===== config.mk =====
export PLATFORM = sky130hd
export DESIGN_NAME = seg7_scan_mux_n
export DESIGN_NICKNAME = d
export VERILOG_FILES = /design/src/rtl/seg7_scan_mux_n.sv
export SDC_FILE = /design/constraint.sdc
export NUM_CORES = 1
export LEC_CHECK = 0
export CAP_MARGIN = 20
export CORE_ASPECT_RATIO = 1.1
export CORE_UTILIZATION = 58
export DETAILED_ROUTE_END_ITERATION = 8
export PLACE_DENSITY = 0.79
export SKIP_CTS_REPAIR_TIMING = 1
export SLEW_MARGIN = 20
export SYNTH_ARGS = -nofsm -noshare
export SYNTH_HDL_FRONTEND = slang
export SYNTH_SLANG_ARGS = --single-unit

===== constraint.sdc =====
create_clock -name Clk -period 3 [get_ports Clk]
set_input_delay 0.6 -clock Clk [delete_from_list [all_inputs] [get_ports Clk]]
set_output_delay 0.6 -clock Clk [all_outputs]
set_load 0.03 [all_outputs]

===== src/rtl/seg7_scan_mux_n.sv =====
// Multiplexed 7-segment scan driver for N_DIGITS digits.
// Shadow glyph bank written by the controller, copied into the active bank
// at frame boundaries on commit; blank interval at the start of each digit
// slot; whole-display blink while ERRO is high. All outputs active-low and
// registered.
module seg7_scan_mux_n #(
   parameter int N_DIGITS     = 4,
   parameter int DIV          = 50000,
   parameter int BLANK_CYC    = 64,
   parameter int BLINK_FRAMES = 25,
   parameter int IW           = (N_DIGITS > 1) ? $clog2(N_DIGITS) : 1
) (
   input  logic                Clk,
   input  logic                Rst,
   input  logic                wr_en,
   input  logic [IW-1:0]       wr_addr,
   input  logic [4:0]          wr_code,
   input  logic                wr_dp,
   input  logic                commit,
   input  logic                ERRO,
   output logic                busy,
   output logic                frame_start,
   output logic [6:0]          SEGs,
   output logic                SEG_P,
   output logic [N_DIGITS-1:0] SEG_D
);

   localparam int PW = (DIV > 1) ? $clog2(DIV) : 1;
   localparam int BW = (BLINK_FRAMES > 1) ? $clog2(BLINK_FRAMES) : 1;

   localparam logic [PW-1:0] PRE_LAST   = PW'(DIV - 1);
   localparam logic [PW-1:0] BLANK_END  = PW'(BLANK_CYC);
   localparam logic [IW-1:0] IDX_LAST   = IW'(N_DIGITS - 1);
   localparam logic [BW-1:0] BLINK_LAST = BW'(BLINK_FRAMES - 1);
   localparam logic [4:0]    CODE_BLANK = 5'h10;

   // Active-low glyph lookup for segments a..g on bits 0..6.
   function automatic logic [6:0] glyph(input logic [4:0] code);
      logic [6:0] g;
      case (code)
         5'h00:   g = 7'h40;
         5'h01:   g = 7'h79;
         5'h02:   g = 7'h24;
         5'h03:   g = 7'h30;
         5'h04:   g = 7'h19;
         5'h05:   g = 7'h12;
         5'h06:   g = 7'h02;
         5'h07:   g = 7'h78;
         5'h08:   g = 7'h00;
         5'h09:   g = 7'h10;
         5'h0A:   g = 7'h08;
         5'h0B:   g = 7'h03;
         5'h0C:   g = 7'h46;
         5'h0D:   g = 7'h21;
         5'h0E:   g = 7'h06;
         5'h0F:   g = 7'h0E;
         5'h11:   g = 7'h3F;
         5'h12:   g = 7'h06;
         5'h13:   g = 7'h2F;
         default: g = 7'h7F;
      endcase
      return g;
   endfunction

   logic [PW-1:0]       pre_q, pre_d;
   logic [IW-1:0]       idx_q, idx_d;
   logic                busy_q, busy_d;
   logic                frame_start_q, frame_start_d;
   logic [BW-1:0]       blink_cnt_q, blink_cnt_d;
   logic                phase_q, phase_d;
   logic [4:0]          sh_code_q [N_DIGITS];
   logic [4:0]          sh_code_d [N_DIGITS];
   logic                sh_dp_q   [N_DIGITS];
   logic                sh_dp_d   [N_DIGITS];
   logic [4:0]          ac_code_q [N_DIGITS];
   logic [4:0]          ac_code_d [N_DIGITS];
   logic                ac_dp_q   [N_DIGITS];
   logic                ac_dp_d   [N_DIGITS];
   logic [6:0]          segs_q, segs_d;
   logic                seg_p_q, seg_p_d;
   logic [N_DIGITS-1:0] seg_d_q, seg_d_d;

   logic tick;
   logic frame_end;

   // Slot prescaler and digit index; frame_end marks the wrap back to digit 0.
   always_comb begin
      tick      = (pre_q == PRE_LAST);
      frame_end = tick && (idx_q == IDX_LAST);
      pre_d     = tick ? '0 : pre_q + 1'b1;
      idx_d     = idx_q;
      if (tick) begin
         idx_d = (idx_q == IDX_LAST) ? '0 : idx_q + 1'b1;
      end
      frame_start_d = frame_end;
   end

   // Shadow writes, commit tracking and the atomic shadow->active copy.
   // The copy reads the pre-edge shadow, so a write in the boundary cycle
   // misses it; a commit in that cycle re-arms busy for the next frame.
   always_comb begin
      sh_code_d = sh_code_q;
      sh_dp_d   = sh_dp_q;
      ac_code_d = ac_code_q;
      ac_dp_d   = ac_dp_q;
      if (frame_end && busy_q) begin
         ac_code_d = sh_code_q;
         ac_dp_d   = sh_dp_q;
      end
      if (wr_en && (32'(wr_addr) < N_DIGITS)) begin
         sh_code_d[wr_addr] = wr_code;
         sh_dp_d[wr_addr]   = wr_dp;
      end
      if (commit) begin
         busy_d = 1'b1;
      end else if (frame_end) begin
         busy_d = 1'b0;
      end else begin
         busy_d = busy_q;
      end
   end

   // Blink phase: toggles every BLINK_FRAMES frame boundaries while ERRO is high.
   always_comb begin
      blink_cnt_d = blink_cnt_q;
      phase_d     = phase_q;
      if (!ERRO) begin
         blink_cnt_d = '0;
         phase_d     = 1'b0;
      end else if (frame_end) begin
         if (blink_cnt_q == BLINK_LAST) begin
            blink_cnt_d = '0;
            phase_d     = ~phase_q;
         end else begin
            blink_cnt_d = blink_cnt_q + 1'b1;
         end
      end
   end

   // Output decode; ERRO gates the dark phase directly so a falling ERRO
   // restores the display on the very next register update.
   always_comb begin
      segs_d  = 7'h7F;
      seg_p_d = 1'b1;
      seg_d_d = '1;
      if (pre_q >= BLANK_END) begin
         seg_d_d[idx_q] = 1'b0;
         if (!(phase_q && ERRO)) begin
            segs_d  = glyph(ac_code_q[idx_q]);
            seg_p_d = ~ac_dp_q[idx_q];
         end
      end
   end

   // State and output registers with synchronous reset.
   always_ff @(posedge Clk) begin
      if (Rst) begin
         pre_q         <= '0;
         idx_q         <= '0;
         busy_q        <= 1'b0;
         frame_start_q <= 1'b0;
         blink_cnt_q   <= '0;
         phase_q       <= 1'b0;
         segs_q        <= 7'h7F;
         seg_p_q       <= 1'b1;
         seg_d_q       <= '1;
         for (int unsigned i = 0; i < N_DIGITS; i++) begin
            sh_code_q[i] <= CODE_BLANK;
            sh_dp_q[i]   <= 1'b0;
            ac_code_q[i] <= CODE_BLANK;
            ac_dp_q[i]   <= 1'b0;
         end
      end else begin
         pre_q         <= pre_d;
         idx_q         <= idx_d;
         busy_q        <= busy_d;
         frame_start_q <= frame_start_d;
         blink_cnt_q   <= blink_cnt_d;
         phase_q       <= phase_d;
         segs_q        <= segs_d;
         seg_p_q       <= seg_p_d;
         seg_d_q       <= seg_d_d;
         sh_code_q     <= sh_code_d;
         sh_dp_q       <= sh_dp_d;
         ac_code_q     <= ac_code_d;
         ac_dp_q       <= ac_dp_d;
      end
   end

   assign busy        = busy_q;
   assign frame_start = frame_start_q;
   assign SEGs        = segs_q;
   assign SEG_P       = seg_p_q;
   assign SEG_D       = seg_d_q;

endmodule


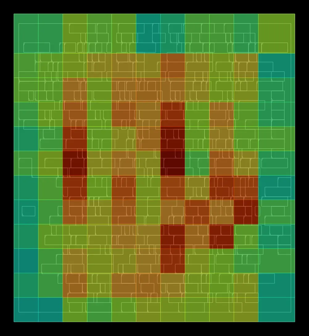
final_congestion.png
total global-route track usage: 23.2%
most used routing layer in global routing: met2
met2 track demand over resource in global routing: 36.1%
Avg WL per Cell: 14.3 um

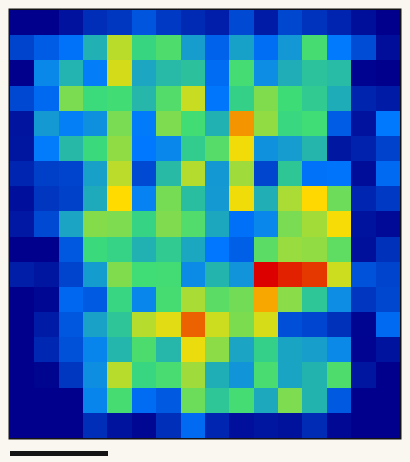
wire_density.png
Scale bar: 20 um. The die is cut into 16 by 17 equal tiles; dark blue is low, red is high, scaled to the fullest tile. Values are wire area over tile area, all layers added.
emptiest ninth of the die: south-west
fullest tile: 0.51
mean over tiles: 0.16
tiles over half the peak: 26%
Detailed Route WL: 7.15 mm
routed via count: 2,761

==> results.ini <==
[run_status]
outcome = complete, no violations

[worst_setup_path]
crit_arrival_ps = 2660
critical_path.max_fanout = 15
setup.worst_path.start = idx_q[0]$_SDFFE_PP0N_
r2r_slack_ps = 560
critical_path.reg2reg.endpoint = SEGs[3]$_SDFF_PP1_

[place]
placement.setup.worst_slack_ps = 556
numPlacedInstances = 483

[detailed_routing]
drc = 0
vias_per_cell = 5.53
first_pass_drt_iterations = 4

[global_routing]
grt_pass1_wl_mm = 12.3
number_of_antenna_violations_at_the_first_check_in_global_routing = 0

[sta]
final_setup_skew_ps = 10.5
worstMarginPinSlew_ps = 744

[final_layout]
filler_cell_count = 497

[yosys]
number_of_flops_mapped_to_enable_cells_by_yosys = 0
yosysTopAreaCellShare_pct = 45.1
ys_top_logic_family = simple AND/OR/NAND/NOR gates
floorplan.nets = 416

[power_and_ir_drop]
leakage_nw = 1.80
fin_total_pwr_mw = 1.97

[clock_tree]
clock_latency_ps = 360
cts.path.max_buffers = 2
clock_tree_from_tritoncts = yes

[floorplan]
ioPinCount = 27

[job]
maxCapViolCount = 0

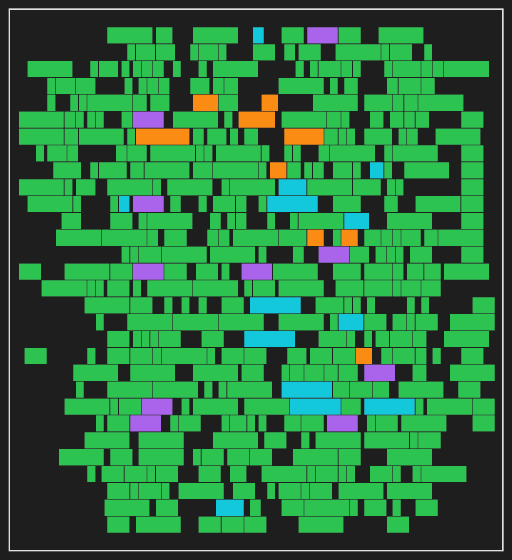
drive_strength.png
| size | color | cells |
|---|---|---|
| drive 2 | cyan | 13 |
| drive 6 and up | purple | 10 |
| drive 1 or less | green | 387 |
| drive 3 to 4 | orange | 9 |
area delta synth->final: 11.9%
least setup slack across all paths after layout: 565 ps
fin area: 4270 um2
Non-clock buffers: 29

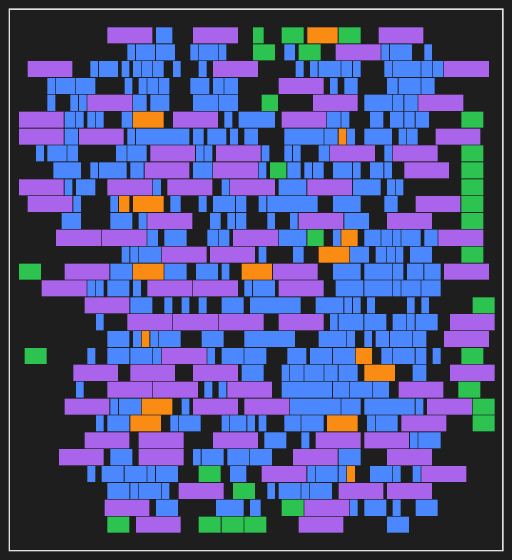
cell_classes.png
| class | color | cells | share of their area |
|---|---|---|---|
| clock drivers and dummy loads | orange | 16 | 4.1% |
| flops | purple | 86 | 41% |
| all other logic | blue | 288 | 48% |
| other buffers and delay cells | green | 29 | 6.7% |
Util after Layout: 68.1%
sequential cell area share: 40.3%
num rows: 30
Core Box Area: 6270 um2

## state kept, by name (all words and copies together), names as in the netlist, 2 cells and up
name / cells
SEG_D: 4
SEGs: 7
ac_code_q: 20
ac_dp_q: 4
blink_cnt_q: 5
idx_q: 2
pre_q: 16
sh_code_q: 20
sh_dp_q: 4
## worst reg2reg max path: cells and delay by family (launching register included)
family | cells | cell delay (ps)
AND-OR/OR-AND | 2 | 480
adder cells (fa/ha/maj) | 1 | 300
buffers and inverters | 1 | 100
flip-flops | 1 | 740
multiplexers | 1 | 650
AND/OR/NAND/NOR | 1 | 40
## layout make-up
class | count | area [um2] | area share (%)
sequential | 86 | 1720 | 40.3
clock buffer | 13 | 149 | 3.49
timing repair buffer | 29 | 278 | 6.51
clock inverter | 3 | 20.0 | 0.469
inverter | 15 | 56.3 | 1.32
multi-input combinational | 273 | 1940 | 45.5
tap | 80 | 100 | 2.34
## per-layer routing
| metal | routed length (um) | vias up | track usage [%] |
|---|---|---|---|
| met4 | 132 | 0 | 10.2 |
| met5 | 0 | - | 0 |
| li1 | - | 1389 | - |
| met3 | 253 | 14 | 5.65 |
| met1 | 3490 | 1301 | 30.7 |
| met2 | 3270 | 57 | 36.1 |
## where the power goes
group / internal (mW) / switching, mW / total (mW) / leakage (nW)
sequential: 1.16 / 0.0106 / 1.17 / 0.696
combinational: 0.0350 / 0.0440 / 0.0790 / 1.03
clock: 0.323 / 0.397 / 0.720 / 0.0796
## layout by cell type (no fill, tap or decap), types with 2 or more instances in the layout
| master | count |
|---|---|
| dfxtp_1 | 86 |
| nor2_1 | 79 |
| mux2i_1 | 52 |
| clkdlybuf4s50_1 | 25 |
| nand2_1 | 21 |
| inv_1 | 15 |
| ha_1 | 14 |
| xnor2_1 | 12 |
| nand3_1 | 11 |
| a21oi_1 | 10 |
| clkbuf_8 | 10 |
| nor3_1 | 8 |
| xor2_1 | 7 |
| mux4_2 | 6 |
| o21ai_0 | 5 |
| nand4_1 | 5 |
| or3_1 | 5 |
| a31oi_1 | 3 |
| a211oi_1 | 3 |
| and3_1 | 3 |
| clkbuf_1 | 3 |
| buf_4 | 3 |
| nor3b_1 | 2 |
| o22a_1 | 2 |
| and2_1 | 2 |
| nor2b_1 | 2 |
| a221o_1 | 2 |
| nand3b_1 | 2 |
| clkinvlp_4 | 2 |
## how the worst min path moves through the flow
stage                                    start                         end  slack [ps]  cells past startpoint
detailed placement   sh_code_q[9]$_SDFFE_PP1P_   sh_code_q[9]$_SDFFE_PP1P_         460                      2
CTS                                        Rst      frame_start$_SDFF_PP0_         470                      2
global route                               Rst      frame_start$_SDFF_PP0_         480                      2
global placement    sh_code_q[19]$_SDFFE_PP1P_  sh_code_q[19]$_SDFFE_PP1P_         460                      2
floorplan                  pre_q[0]$_SDFF_PP0_         pre_q[0]$_SDFF_PP0_         440                      1
finish                                     Rst      frame_start$_SDFF_PP0_         480                      2
## logic make-up after synthesis
logic type | after synthesis
xor+xnor | 19
fa+ha+maj | 14
mux | 59
simple gates | 152
buf+inv | 30
flops | 86
compound gates | 29
Power figures rest on the tool's default switching activity, not on a simulated workload.
